[config.mk]
export PLATFORM = sky130hd
export DESIGN_NAME = mips32_array_reader
export DESIGN_NICKNAME = d
export VERILOG_FILES = /design/src/rtl/mips32_array_reader_pkg.sv /design/src/rtl/mips32_array_reader_seq_divider.sv /design/src/rtl/mips32_array_reader.sv
export SDC_FILE = /design/constraint.sdc
export NUM_CORES = 1
export LEC_CHECK = 0
export ABC_CLOCK_PERIOD_IN_PS = 11100
export CORE_UTILIZATION = 24
export CTS_CLUSTER_SIZE = 16
export DETAILED_ROUTE_END_ITERATION = 16
export PLACE_DENSITY_LB_ADDON = 0.12
export SYNTH_ARGS = -nofsm -noshare
export SYNTH_HDL_FRONTEND = slang
export SYNTH_SLANG_ARGS = --single-unit
[constraint.sdc]
create_clock -name clk1 -period 11.1 [get_ports clk1]
set_clock_uncertainty 0.15 [all_clocks]
set_input_delay 2.22 -clock clk1 [delete_from_list [all_inputs] [get_ports clk1]]
set_output_delay 2.22 -clock clk1 [all_outputs]
set_load 0.1 [all_outputs]
[src/rtl/mips32_array_reader_pkg.sv]
// Shared defaults and FSM encoding for the length-prefixed array reader.
package mips32_array_reader_pkg;
  localparam int DEF_DATA_W  = 32;
  localparam int DEF_ADDR_W  = 10;
  localparam int DEF_MAX_LEN = 256;

  typedef enum logic [2:0] {
    ST_IDLE   = 3'd0,
    ST_RD_LEN = 3'd1,
    ST_W_LEN  = 3'd2,
    ST_RD_EL  = 3'd3,
    ST_W_EL   = 3'd4,
    ST_PUSH   = 3'd5,
    ST_DIV    = 3'd6,
    ST_FIN    = 3'd7
  } state_t;
endpackage

[src/rtl/mips32_array_reader_seq_divider.sv]
// Restoring shift-subtract divider: one quotient bit per cycle, DATA_W cycles after start.
module mips32_array_reader_seq_divider #(
  parameter int DATA_W = 32
) (
  input  logic              clk,
  input  logic              rst,
  input  logic              start,
  input  logic [DATA_W-1:0] dividend,
  input  logic [DATA_W-1:0] divisor,
  output logic [DATA_W-1:0] quotient,
  output logic              valid
);
  localparam int CNT_W = $clog2(DATA_W + 1);

  logic [DATA_W-1:0] rem_r;
  logic [DATA_W-1:0] quo_r;
  logic [DATA_W-1:0] dsr_r;
  logic [CNT_W-1:0]  cnt_r;
  logic              valid_r;
  logic [DATA_W:0]   shifted_s;
  logic              take_s;
  logic [DATA_W-1:0] diff_s;

  // The partial remainder is below the divisor, so the low DATA_W bits of the difference are exact
  assign shifted_s = {rem_r, quo_r[DATA_W-1]};
  assign take_s    = shifted_s >= {1'b0, dsr_r};
  assign diff_s    = shifted_s[DATA_W-1:0] - dsr_r;

  // Load on start, then shift one dividend bit into the remainder per cycle
  always_ff @(posedge clk or posedge rst) begin
    if (rst) begin
      rem_r   <= {DATA_W{1'b0}};
      quo_r   <= {DATA_W{1'b0}};
      dsr_r   <= {DATA_W{1'b0}};
      cnt_r   <= {CNT_W{1'b0}};
      valid_r <= 1'b0;
    end else if (start) begin
      rem_r   <= {DATA_W{1'b0}};
      quo_r   <= dividend;
      dsr_r   <= divisor;
      cnt_r   <= CNT_W'(DATA_W);
      valid_r <= 1'b0;
    end else if (cnt_r != {CNT_W{1'b0}}) begin
      rem_r   <= take_s ? diff_s : shifted_s[DATA_W-1:0];
      quo_r   <= {quo_r[DATA_W-2:0], take_s};
      cnt_r   <= cnt_r - CNT_W'(1);
      valid_r <= (cnt_r == CNT_W'(1));
    end else begin
      valid_r <= 1'b0;
    end
  end

  assign quotient = quo_r;
  assign valid    = valid_r;
endmodule

[src/rtl/mips32_array_reader.sv]
// Reads N then N words from data memory, streams them out, and reports their sum and average.
module mips32_array_reader
  import mips32_array_reader_pkg::*;
#(
  parameter int DATA_W  = DEF_DATA_W,
  parameter int ADDR_W  = DEF_ADDR_W,
  parameter int MAX_LEN = DEF_MAX_LEN
) (
  input  logic              clk1,
  input  logic              rst,
  input  logic              start,
  input  logic [ADDR_W-1:0] len_addr,
  input  logic [ADDR_W-1:0] base_addr,
  output logic              mem_rd_en,
  output logic [ADDR_W-1:0] mem_addr,
  input  logic [DATA_W-1:0] mem_rdata,
  output logic              out_valid,
  output logic [DATA_W-1:0] out_data,
  input  logic              out_ready,
  output logic              busy,
  output logic              done,
  output logic [DATA_W-1:0] sum,
  output logic [DATA_W-1:0] avg,
  output logic              err
);
  state_t            state_r;
  logic [ADDR_W-1:0] base_addr_r;
  logic [ADDR_W:0]   n_r;
  logic [ADDR_W:0]   i_r;
  logic [DATA_W-1:0] acc_r;
  logic              mem_rd_en_r;
  logic [ADDR_W-1:0] mem_addr_r;
  logic              out_valid_r;
  logic [DATA_W-1:0] out_data_r;
  logic              busy_r;
  logic              done_r;
  logic [DATA_W-1:0] sum_r;
  logic [DATA_W-1:0] avg_r;
  logic              err_r;
  logic              div_start_r;
  logic [DATA_W-1:0] div_quot_s;
  logic              div_valid_s;
  logic [ADDR_W:0]   next_i_s;
  logic [ADDR_W-1:0] el_addr_s;

  assign next_i_s  = i_r + (ADDR_W + 1)'(1);
  assign el_addr_s = base_addr_r + next_i_s[ADDR_W-1:0];

  mips32_array_reader_seq_divider #(.DATA_W(DATA_W)) u_div (
    .clk      (clk1),
    .rst      (rst),
    .start    (div_start_r),
    .dividend (acc_r),
    .divisor  (DATA_W'(n_r)),
    .quotient (div_quot_s),
    .valid    (div_valid_s)
  );

  // Main FSM; every output is a register updated on the transition into the state that presents it
  always_ff @(posedge clk1 or posedge rst) begin
    if (rst) begin
      state_r     <= ST_IDLE;
      base_addr_r <= {ADDR_W{1'b0}};
      n_r         <= {(ADDR_W + 1){1'b0}};
      i_r         <= {(ADDR_W + 1){1'b0}};
      acc_r       <= {DATA_W{1'b0}};
      mem_rd_en_r <= 1'b0;
      mem_addr_r  <= {ADDR_W{1'b0}};
      out_valid_r <= 1'b0;
      out_data_r  <= {DATA_W{1'b0}};
      busy_r      <= 1'b0;
      done_r      <= 1'b0;
      sum_r       <= {DATA_W{1'b0}};
      avg_r       <= {DATA_W{1'b0}};
      err_r       <= 1'b0;
      div_start_r <= 1'b0;
    end else begin
      case (state_r)
        ST_IDLE: begin
          if (start) begin
            base_addr_r <= base_addr;
            mem_rd_en_r <= 1'b1;
            mem_addr_r  <= len_addr;
            busy_r      <= 1'b1;
            acc_r       <= {DATA_W{1'b0}};
            i_r         <= {(ADDR_W + 1){1'b0}};
            sum_r       <= {DATA_W{1'b0}};
            avg_r       <= {DATA_W{1'b0}};
            err_r       <= 1'b0;
            state_r     <= ST_RD_LEN;
          end else begin
            state_r     <= ST_IDLE;
          end
        end
        ST_RD_LEN: begin
          mem_rd_en_r <= 1'b0;
          state_r     <= ST_W_LEN;
        end
        ST_W_LEN: begin
          if (mem_rdata == {DATA_W{1'b0}}) begin
            done_r  <= 1'b1;
            busy_r  <= 1'b0;
            state_r <= ST_FIN;
          end else if (mem_rdata > DATA_W'(MAX_LEN)) begin
            err_r   <= 1'b1;
            done_r  <= 1'b1;
            busy_r  <= 1'b0;
            state_r <= ST_FIN;
          end else begin
            n_r         <= mem_rdata[ADDR_W:0];
            mem_rd_en_r <= 1'b1;
            mem_addr_r  <= base_addr_r;
            state_r     <= ST_RD_EL;
          end
        end
        ST_RD_EL: begin
          mem_rd_en_r <= 1'b0;
          state_r     <= ST_W_EL;
        end
        ST_W_EL: begin
          out_data_r  <= mem_rdata;
          acc_r       <= acc_r + mem_rdata;
          out_valid_r <= 1'b1;
          state_r     <= ST_PUSH;
        end
        ST_PUSH: begin
          if (out_ready) begin
            out_valid_r <= 1'b0;
            i_r         <= next_i_s;
            if (next_i_s == n_r) begin
              div_start_r <= 1'b1;
              state_r     <= ST_DIV;
            end else begin
              mem_rd_en_r <= 1'b1;
              mem_addr_r  <= el_addr_s;
              state_r     <= ST_RD_EL;
            end
          end else begin
            state_r <= ST_PUSH;
          end
        end
        ST_DIV: begin
          div_start_r <= 1'b0;
          if (div_valid_s) begin
            sum_r   <= acc_r;
            avg_r   <= div_quot_s;
            done_r  <= 1'b1;
            busy_r  <= 1'b0;
            state_r <= ST_FIN;
          end else begin
            state_r <= ST_DIV;
          end
        end
        ST_FIN: begin
          done_r  <= 1'b0;
          state_r <= ST_IDLE;
        end
        default: begin
          state_r <= ST_IDLE;
        end
      endcase
    end
  end

  assign mem_rd_en = mem_rd_en_r;
  assign mem_addr  = mem_addr_r;
  assign out_valid = out_valid_r;
  assign out_data  = out_data_r;
  assign busy      = busy_r;
  assign done      = done_r;
  assign sum       = sum_r;
  assign avg       = avg_r;
  assign err       = err_r;
endmodule

run_1/wire_density.png
The bar under the picture is 50 µm long. 24 x 24 tiles, from dark blue (low) to red (high), scaled to the fullest tile. Values are wire area over tile area, all layers added.
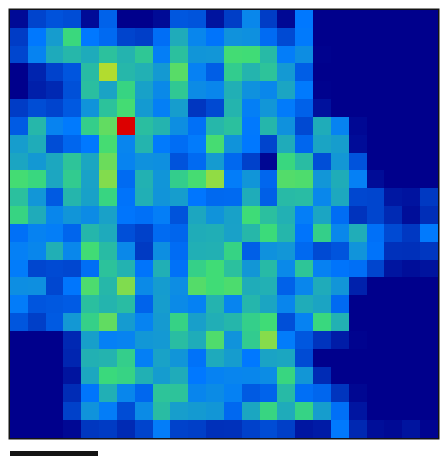
The fullest tile reaches 0.48. The mean over all tiles is 0.11. 22% of the tiles are nearly empty. The emptiest ninth of the die: north-east.

run_1/final_congestion.png
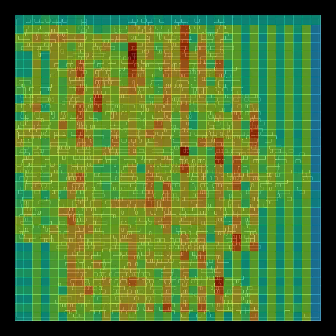
WL/cell: 16.97 µm
Final Core Density: 30.73%
M1 GR Usage: 20.22%

run_1/metal_stack.png
The bar under the picture is 50 µm long.
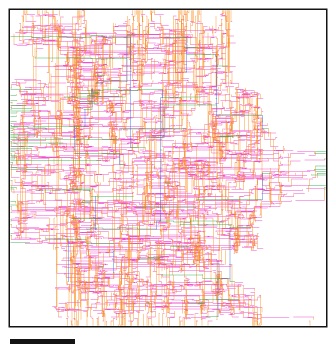
Blue marks met4, wire length 571 µm. Orange marks met2, wire length 18500 µm. Green marks met3, wire length 1870 µm. Magenta marks met1, wire length 20.9 mm.
Via Count: 11260
gr usage total: 14.28%

run_1/pins.png
Pins as bars across the die edge, other pins in grey.
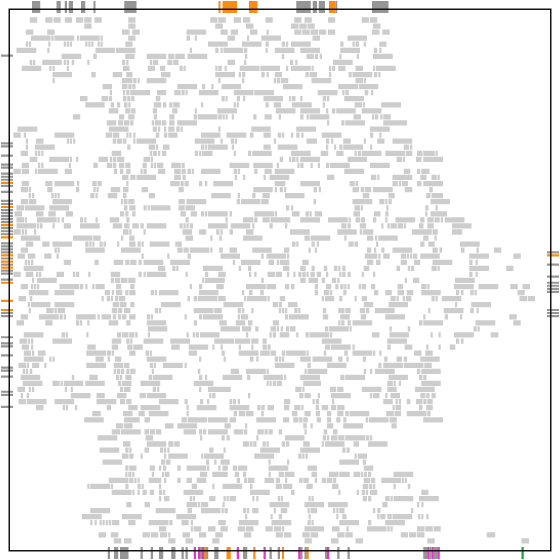
Orange marks sum, pins 32, direction output, edge 15 north, 10 west, 6 south, 1 east. Green marks rst, pins 1, direction input, edge south. Magenta marks base_addr, pins 10, direction input, edge south.
die height: 242.5 µm
Port Buf Inserts: 166

run 1: stage by stage:
step	hold WS (ns)	std cells	area (µm²)	utilization (%)
2_1_floorplan	0.3120	1557	13880	-
3_3_place_gp	0.3086	2405	16290	28.73
3_5_place_dp	0.3120	2405	16290	28.73
4_1_cts	0.3355	2466	17430	30.73
5_1_grt	0.3505	2466	17430	30.73
6_report	0.3248	2466	17430	30.73
run 1: sequential cells by signal (all words and copies together) (netlist names):
register        cells
err                 1
u_div.rem_r        32
n_r                11
avg                32
u_div.valid         1
out_data           32
state_r             3
u_div.cnt_r         6
div_start_r         1
out_valid           1
base_addr_r        10
u_div.dsr_r        11
i_r                11
mem_addr           10
done                1
mem_rd_en           1
busy                1
acc_r              32
u_div.quotient     32
sum                32
==> results.toml, run 1 <==
# synthesis and place-and-route metrics
[final_layout]
seq_area_um2 = 6535
fillers = 5974
comb_area_share_pct = 39.63
logic_gates = 1173
most-common-layout-cells = "382 x nand2_1, 260 x dfrtp_1, 177 x o21ai_0"
buffers = 180
flops = 261
layout_top_cell = "nand2_1"
drive_above_1_share_pct = 5.673

[setup_path]
worstPathMaxFanout = 6
crit_family = "AND-OR/OR-AND gates"
cp-endpoint = "acc_r[30]"
critPathRequiredTime_ns = 11.43
critPathBufInv = 1

[power_and_ir_drop]
seq_power_share_pct = 28.4
clkPwrFrac_pct = 19.2
p_per_area_nw_per_um2 = 335.1
pg_comb_uw = 3060
p_comb_share_pct = 52.3
seq-power_uw = 1660

[global_routing]
grt_pass1_vias = 11430
grtUsageMet2_pct = 22.16
grt_max_degree = 103
met3_usage_pct = 3.102

[logic_synthesis]
synthesis.area_um2 = 13880
synthXorXnorAreaFrac_pct = 5.147
synth_seq_share_pct = 47.05
synthArstFlopShare_pct = 100.0
top_area_share_pct = 47.05
yosys_warnings = 0
ys_sh_aoi_pct = 15.38
ys_sh_adder_pct = 5.480
ys_ff = 261

[cts]
clock_latency_ns = 0.53
clock-root-buffer = "clkbuf_16"
cts.clk_slew.worst_paths_ns = 0.05
cts_setup_buffers = 0
cts_buffer_depth = 3
cts_hold_buf = 0

[final_timing]
final_hold_viol_count = 0

[min_path]
hold_end = "out_data[18]"
hold_class = "flop to flop"

[outcome]
outcome = "completed"

[routing]
drt_iter0_drc = 556
run_1/cell_classes.png
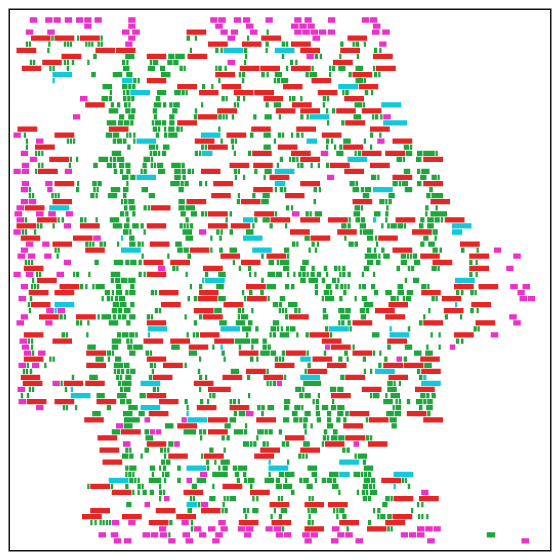

## Run 2: what changed since run 1
--- a/config.mk
+++ b/config.mk
@@ -5,7 +5,7 @@
 export SDC_FILE = /design/constraint.sdc
 export NUM_CORES = 1
 export LEC_CHECK = 0
-export ABC_CLOCK_PERIOD_IN_PS = 11100
+export ABC_CLOCK_PERIOD_IN_PS = 4730
 export CORE_UTILIZATION = 24
 export CTS_CLUSTER_SIZE = 16
 export DETAILED_ROUTE_END_ITERATION = 16
==> constraint.sdc (replaced) <==
create_clock -name clk1 -period 4.73 [get_ports clk1]
set_clock_uncertainty 0.15 [all_clocks]
set_input_delay 0.946 -clock clk1 [delete_from_list [all_inputs] [get_ports clk1]]
set_output_delay 0.946 -clock clk1 [all_outputs]
set_load 0.1 [all_outputs]
run_2/cell_classes.png
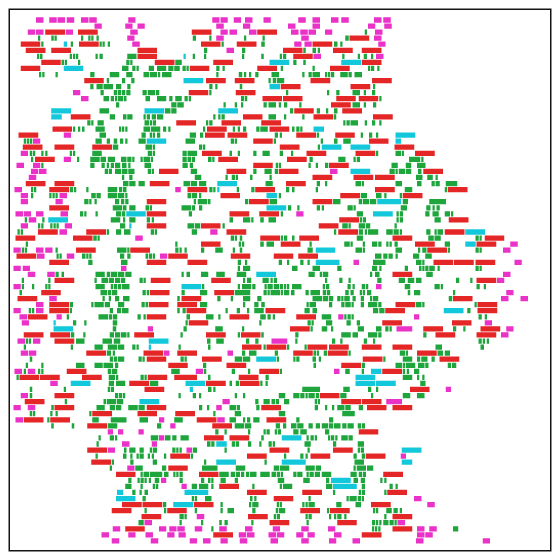
Green marks all other logic, cells 1208, share of their area 42%. Cyan marks clock drivers and dummy loads, cells 59, share of their area 7.4%. Magenta marks other buffers and delay cells, cells 193, share of their area 11%. Red marks flops, cells 261, share of their area 39%.
Final Core Density: 31.14%
Seq/total area: 37.01%
Cell Rows: 87
Final Cell Area: 17660 µm²

==> run 2 against run 1 <==
  * Critical path depth did not move
  * Die size did not move
  * Register-to-register slack got worse by 6.3 ns
  * Cell area rose by 1.3%
  * Highest routed layer unchanged
  * Worst hold slack got worse by 0.0038 ns
==> results.toml, run 2 <==
# synthesis and place-and-route metrics
[outcome]
outcome = "completed"

[logic_synthesis]
top_area_share_pct = 47.05
synth_top_flop_cell = "dfrtp_1"
synthArstFlopShare_pct = 100.0
synthesis.area_um2 = 13880
ys_sh_aoi_pct = 15.38
yosys_warnings = 0
ys_ff = 261
ys_sh_adder_pct = 5.480
synthXorXnorAreaFrac_pct = 5.147

[min_path]
hold_class = "flop to flop"

[placed_design]
port_buffers = 166
placed_area_um2 = 16420
dpl.cell_count = 2418

[global_routing]
grt_pass1_wl_mm = 68.14
met3_usage_pct = 2.980
grt_max_degree = 107
grt_pass1_vias = 11560
track_usage_pct = 14.58

[final_timing]
final_hold_viol_count = 0
maxSlewViolCount = 0
timing.hold.ws_ns = 0.3210

[power_and_ir_drop]
p_comb_share_pct = 51.7
seq-power_uw = 3890
seq_power_share_pct = 27.9
clkPwrFrac_pct = 20.4
pg_comb_uw = 7210
p_per_area_nw_per_um2 = 789.8

[floorplanning]
die_height_um = 242.5
core-area_um2 = 56710

[cts]
cts_buffer_depth = 3
cts.clk_slew.worst_paths_ns = 0.05
cts_setup_buffers = 0
clock-root-buffer = "clkbuf_16"

[final_layout]
fillers = 5941
stdcell_count = 2478
drive_above_1_share_pct = 6.682
most-common-layout-cells = "382 x nand2_1, 260 x dfrtp_1, 177 x o21ai_0"
seq_area_um2 = 6535

[routing]
wl_per_cell_um = 17.06
drt_iter0_drc = 621
vias = 11440
drc = 0

[setup_path]
worstPathMaxFanout = 6
run_2/final_congestion.png
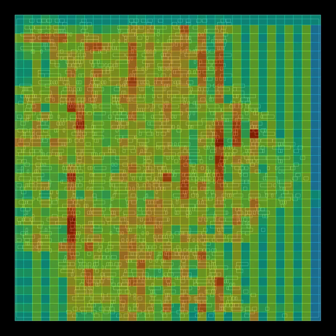
M2 GR Usage: 22.04%
M1 GR Usage: 20.97%
GR peak layer: met2

run 2: cell type report:
cell class                      count  share of cell area [%]
Antenna cell                        1                 0.01417
Multi-Input combinational cell   1173                   39.11
Inverter                           35                  0.7653
Timing Repair Buffer              193                   10.77
Tap cell                          756                   5.357
Clock buffer                       50                   5.973
Clock inverter                      9                  0.9991
Sequential cell                   261                   37.01
run 2: path summary, 6_finish.rpt:
kind / startpoint / endpoint / slack, ns / cells past startpoint
setup / recovery: mem_rdata[0] / acc_r[30] / 0.78 / 12
hold / removal: out_data[28] / out_data[28] / 0.32 / 2
setup reg to reg: i_r[0] / mem_addr[1] / 1.02 / 11
hold reg to reg: out_data[28] / out_data[28] / 0.32 / 2
max in group asynchronous: rst / acc_r[19] / 2.68 / 3
min in group asynchronous: rst / u_div.valid / 0.78 / 2
## Run 3: what changed since run 2
--- a/config.mk
+++ b/config.mk
@@ -5,7 +5,7 @@
 export SDC_FILE = /design/constraint.sdc
 export NUM_CORES = 1
 export LEC_CHECK = 0
-export ABC_CLOCK_PERIOD_IN_PS = 4730
+export ABC_CLOCK_PERIOD_IN_PS = 3420
 export CORE_UTILIZATION = 24
 export CTS_CLUSTER_SIZE = 16
 export DETAILED_ROUTE_END_ITERATION = 16
==> constraint.sdc (replaced) <==
create_clock -name clk1 -period 3.42 [get_ports clk1]
set_clock_uncertainty 0.15 [all_clocks]
set_input_delay 0.684 -clock clk1 [delete_from_list [all_inputs] [get_ports clk1]]
set_output_delay 0.684 -clock clk1 [all_outputs]
set_load 0.1 [all_outputs]
run_3/final_congestion.png
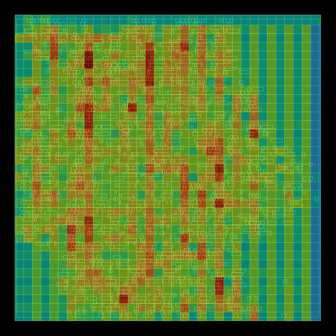
WL/cell: 16.81 µm
Final Core Density: 32.49%
grt met3 use: 2.526%
M2 GR Usage: 23.08%
M1 GR Usage: 21.41%

run_3/wire_density.png
The bar under the picture is 50 µm long. 24 x 24 tiles, from dark blue (low) to red (high), scaled to the fullest tile. Values are wire area over tile area, all layers added.
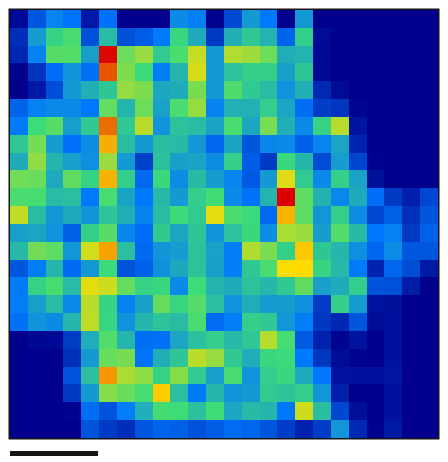
18% of the tiles are nearly empty. The mean over all tiles is 0.12. The fullest tile reaches 0.39. 16% of the tiles are over half the peak. The emptiest ninth of the die: north-east.

==> run 3 against run 2 <==
  * Sequential power increased by 38%
  * Largest cell class unchanged
  * Die size unchanged
  * Routed wire length increased by 3.6%
  * Power increased by 41%
  * Highest routed layer unchanged
  * First-iteration DRC count increased by 11%
  * Synthesized cell count unchanged
  * Via count increased by 2.5%
  * Critical endpoint unchanged
  * Combinational power increased by 47%
  * Global-route usage increased by 0.42 points
  * Sequential cell count unchanged
==> results.toml, run 3 <==
# synthesis and place-and-route metrics
[floorplanning]
core-area_um2 = 56710
die_height_um = 242.5

[placed_design]
port_buffers = 166

[cts]
cts.clk_slew.worst_paths_ns = 0.05
clock-root-buffer = "clkbuf_16"
cts_buffer_depth = 3
clock_latency_ns = 0.55

[power_and_ir_drop]
pg_comb_uw = 10600
seq-power_uw = 5380
clkPwrFrac_pct = 19.2

[final_layout]
n_antenna_cell = 0
fillers = 5906
final_area_um2 = 18420
stdcell_count = 2606
drive_above_1_share_pct = 19.41
layout_top_cell = "nand2_1"

[min_path]
min_path_cells = 2
hold_class = "flop to flop"

[setup_path]
cp-endpoint = "acc_r[30]"
ff2ff_path_depth = 11
rr_endpoint = "u_div.rem_r[12]"
cp-startpoint = "mem_rdata[0]"
critPathBufInv = 1
reg2reg_from = "u_div.rem_r[20]"
rrSetupSlack_ns = 0.19
worstPathMaxFanout = 2
critPathRequiredTime_ns = 3.76

[logic_synthesis]
ys_ff = 261
yosys_warnings = 0

[final_timing]
timing.hold.ws_ns = 0.3303
maxSlewViolCount = 0

[routing]
vias = 11730

[outcome]
outcome = "completed"

[global_routing]
top_usage_layer = "met2"
-- run 3: kinds of logic (layout without fill, tap and decap cells) --
group / count (synthesis) / in the layout / share of synthesized area (%)
and+or+nand+nor: 630 / 630 / 19.95
AOI/OAI and AO/OA: 356 / 356 / 15.38
DFF: 261 / 261 / 47.05
buffers and inverters: 123 / 416 / 3.443
xor gates and xnor gates: 80 / 80 / 5.147
adders and majority gates: 59 / 59 / 5.480
muxes: 48 / 48 / 3.551
-- run 3: final cells by class --
cell class	count	area [µm²]	share of cell area, %
sequential	261	6535	35.47
timing repair buffer	317	2683	14.56
inverter	35	135.1	0.7334
tap	756	945.9	5.134
clock inverter	9	102.6	0.5569
clock buffer	55	1074	5.827
multi-input combinational	1173	6949	37.72
Power is estimated from default activity; no workload was simulated.
